$ cat config.mk
export PLATFORM = sky130hd
export DESIGN_NAME = sd_sector_arbiter
export DESIGN_NICKNAME = d
export VERILOG_FILES = /design/src/rtl/sd_sector_arbiter.sv
export SDC_FILE = /design/constraint.sdc
export NUM_CORES = 1
export LEC_CHECK = 0
export ABC_AREA = 1
export CAP_MARGIN = 20
export CELL_PAD_IN_SITES_DETAIL_PLACEMENT = 0
export CELL_PAD_IN_SITES_GLOBAL_PLACEMENT = 1
export CORE_MARGIN = 2
export CORE_UTILIZATION = 35
export CTS_CLUSTER_DIAMETER = 150
export DETAILED_ROUTE_END_ITERATION = 16
export PLACE_DENSITY = 0.8
export SLEW_MARGIN = 20
export SYNTH_ARGS = -nofsm -noshare
export SYNTH_HDL_FRONTEND = slang
export SYNTH_SLANG_ARGS = --single-unit
$ cat constraint.sdc
create_clock -name clk -period 6.06 [get_ports clk]
set_input_delay 0.909 -clock clk [delete_from_list [all_inputs] [get_ports clk]]
set_output_delay 0.909 -clock clk [all_outputs]
set_load 0.01 [all_outputs]
$ cat src/rtl/sd_sector_arbiter.sv
// Round-robin sector arbiter between a reader and a writer sharing one SD controller.
// Turns the controller's level byte strobes into one-cycle per-byte handshakes, with a stall watchdog.
module sd_sector_arbiter #(
   parameter int SECTOR_BYTES   = 512,
   parameter int TIMEOUT_CYCLES = 2500000
) (
   input  logic        clk,
   input  logic        reset,
   input  logic        rd_req,
   input  logic [22:0] rd_sector,
   output logic        rd_ack,
   output logic [7:0]  rd_data,
   output logic        rd_valid,
   output logic        rd_done,
   input  logic        wr_req,
   input  logic [22:0] wr_sector,
   output logic        wr_ack,
   input  logic [7:0]  wr_data,
   output logic        wr_data_req,
   output logic        wr_done,
   output logic        sd_rd,
   output logic        sd_wr,
   output logic [31:0] sd_address,
   output logic [7:0]  sd_din,
   input  logic [7:0]  sd_dout,
   input  logic        sd_byte_available,
   input  logic        sd_ready_for_next_byte,
   input  logic        sd_ready,
   output logic        err,
   output logic [2:0]  state
);

   localparam int WDW = $clog2(TIMEOUT_CYCLES + 1);

   typedef enum logic [2:0] {
      IDLE  = 3'd0,
      ISSUE = 3'd1,
      XFER  = 3'd2,
      DRAIN = 3'd3,
      DONE  = 3'd4,
      ERROR = 3'd5
   } state_t;

   state_t         cur;
   state_t         nxt;
   logic           dir_q;
   logic           last_grant_q;
   logic [22:0]    sector_q;
   logic [9:0]     count_q;
   logic [WDW-1:0] wd_q;
   logic           avail_prev;
   logic           rnb_prev;
   logic           grant;
   logic           grant_wr;
   logic           edge_hit;
   logic           cnt_last;
   logic           wd_expired;

   always_comb begin
      grant      = sd_ready & (rd_req | wr_req);
      // on a tie, write wins only if read was served last
      grant_wr   = wr_req & (~rd_req | ~last_grant_q);
      edge_hit   = 1'b0;
      if (cur == XFER) begin
         if (dir_q) edge_hit = sd_ready_for_next_byte & ~rnb_prev;
         else       edge_hit = sd_byte_available & ~avail_prev;
      end
      cnt_last   = (count_q == 10'(SECTOR_BYTES - 1));
      wd_expired = (wd_q == WDW'(TIMEOUT_CYCLES - 1));
   end

   always_comb begin
      nxt = cur;
      unique case (cur)
         IDLE:  if (grant) nxt = ISSUE;
         ISSUE: nxt = XFER;
         XFER: begin
            if (edge_hit && cnt_last) nxt = DRAIN;
            else if (!edge_hit && wd_expired) nxt = ERROR;
         end
         DRAIN: begin
            if (sd_ready) nxt = DONE;
            else if (wd_expired) nxt = ERROR;
         end
         DONE:  nxt = IDLE;
         ERROR: nxt = ERROR;
         default: nxt = IDLE;
      endcase
   end

   always_ff @(posedge clk or posedge reset) begin
      if (reset) begin
         cur          <= IDLE;
         dir_q        <= 1'b0;
         last_grant_q <= 1'b1;
         sector_q     <= '0;
         count_q      <= '0;
         wd_q         <= '0;
         avail_prev   <= 1'b0;
         rnb_prev     <= 1'b0;
         rd_data      <= '0;
         rd_valid     <= 1'b0;
         sd_din       <= '0;
         wr_data_req  <= 1'b0;
      end else begin
         cur         <= nxt;
         avail_prev  <= sd_byte_available;
         rnb_prev    <= sd_ready_for_next_byte;
         rd_valid    <= 1'b0;
         wr_data_req <= 1'b0;
         if (cur == IDLE && grant) begin
            dir_q    <= grant_wr;
            sector_q <= grant_wr ? wr_sector : rd_sector;
         end
         if (edge_hit) begin
            count_q <= count_q + 10'd1;
            if (dir_q) begin
               sd_din      <= wr_data;
               wr_data_req <= 1'b1;
            end else begin
               rd_data  <= sd_dout;
               rd_valid <= 1'b1;
            end
         end
         if (cur == DONE) begin
            count_q      <= '0;
            last_grant_q <= dir_q;
         end
         // watchdog measures idle time since the last byte or state change
         if (edge_hit || nxt != cur) wd_q <= '0;
         else if (cur == XFER || cur == DRAIN) wd_q <= wd_q + 1'b1;
      end
   end

   assign sd_rd      = (cur == ISSUE) & ~dir_q;
   assign sd_wr      = (cur == ISSUE) & dir_q;
   assign rd_ack     = sd_rd;
   assign wr_ack     = sd_wr;
   assign rd_done    = (cur == DONE) & ~dir_q;
   assign wr_done    = (cur == DONE) & dir_q;
   assign err        = (cur == ERROR);
   assign state      = cur;
   assign sd_address = {sector_q, 9'b0};

endmodule

==> images/gates.png <==
Bar = 20 um.
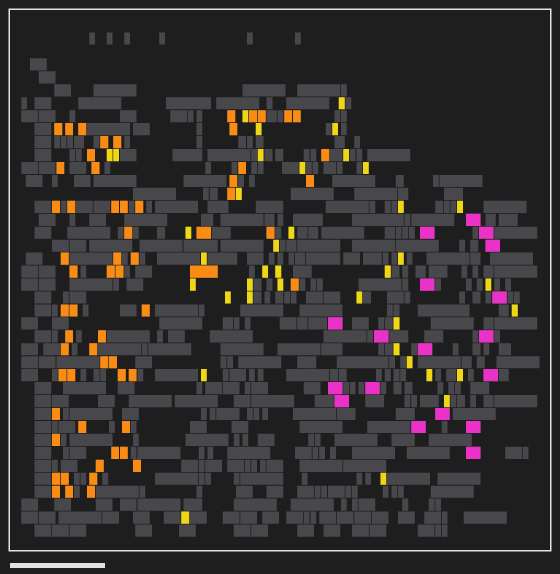
Key: inv cells = yellow [cells 38]; aoi and oai cells = orange [cells 62]; xor and xnor cells = magenta [cells 18]
multi-input gate share of the layout cell area: 0.329
final std cells w/o fill: 764
most common cell after layout, fill and taps aside: sky130_fd_sc_hd__nand2_1

==> images/class_map.png <==
Bar = 20 um.
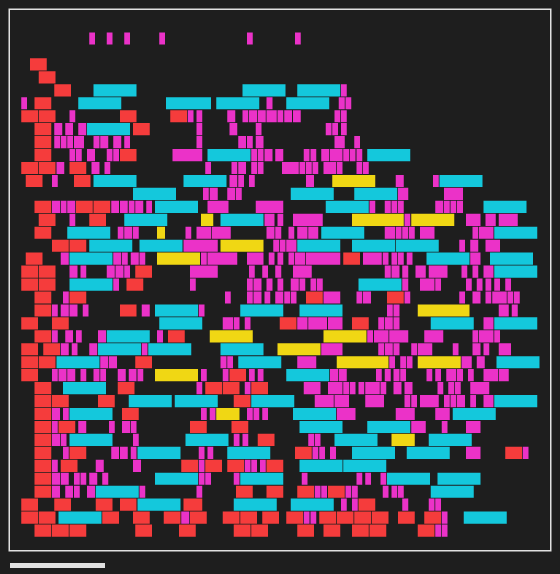
Key: remaining buffers and delay cells = red [cells 120]; clock drivers and dummy loads = yellow [cells 16]; remaining logic cells = magenta [cells 405]; registers = cyan [cells 80]
final design area excluding fillers: 0.00579 mm^2
core footprint: 0.0116 mm^2
Site Rows: 39

==> summary.txt <==
result of the run: completed
Final GP Congestion: 0.800
Min-Delay Path Class: register to register
source of the worst register-to-register timing path: state[0]$_DFF_PP0_
number of pins exceeding their max-slew limit in the final report: 0
iteration-0 DRC count of the detailed router: 160
Worst Path Buf+Inv: 3
Placed Instances: 748
master of the slowest instance on the critical path: sky130_fd_sc_hd__clkdlybuf4s50_1
Leading power group: combinational logic
Hold Worst Slack: 0.473 ns
Max Clock Freq: 295 MHz
total negative slack for setup checks: 0 ns
Synth Area in XOR/XNOR: 0.0376
Seq. cell area: 0.00200 mm^2
clock-cell share of area: 0.0614
Max Clock Skew: 0.00804 ns
post-CTS sizing: 0
synthesis-stage register bit count: 80
fraction of post-synthesis cell area in the top cell type by area: 0.472
count of unique library cells instantiated by Yosys: 37
number of global-route vias before repair: 3738
M1 wire length: 4.68 mm
Cells on Worst Hold Path: 2
worst slew margin relative to its limit: 0.463
final number of setup-violating endpoints: 0
Clk Tree Root Cell: sky130_fd_sc_hd__clkbuf_16
clock-pin slew on the worst setup and hold paths: 0.06 ns
latest clock arrival within the worst-skew pair: 0.33 ns
most frequently placed logic cells in the final layout: 133 x sky130_fd_sc_hd__nand2_1, 119 x sky130_fd_sc_hd__clkdlybuf4s50_1, 79 x sky130_fd_sc_hd__dfrtp_1
No activity file was given, so power comes from the tool's default toggle rates.
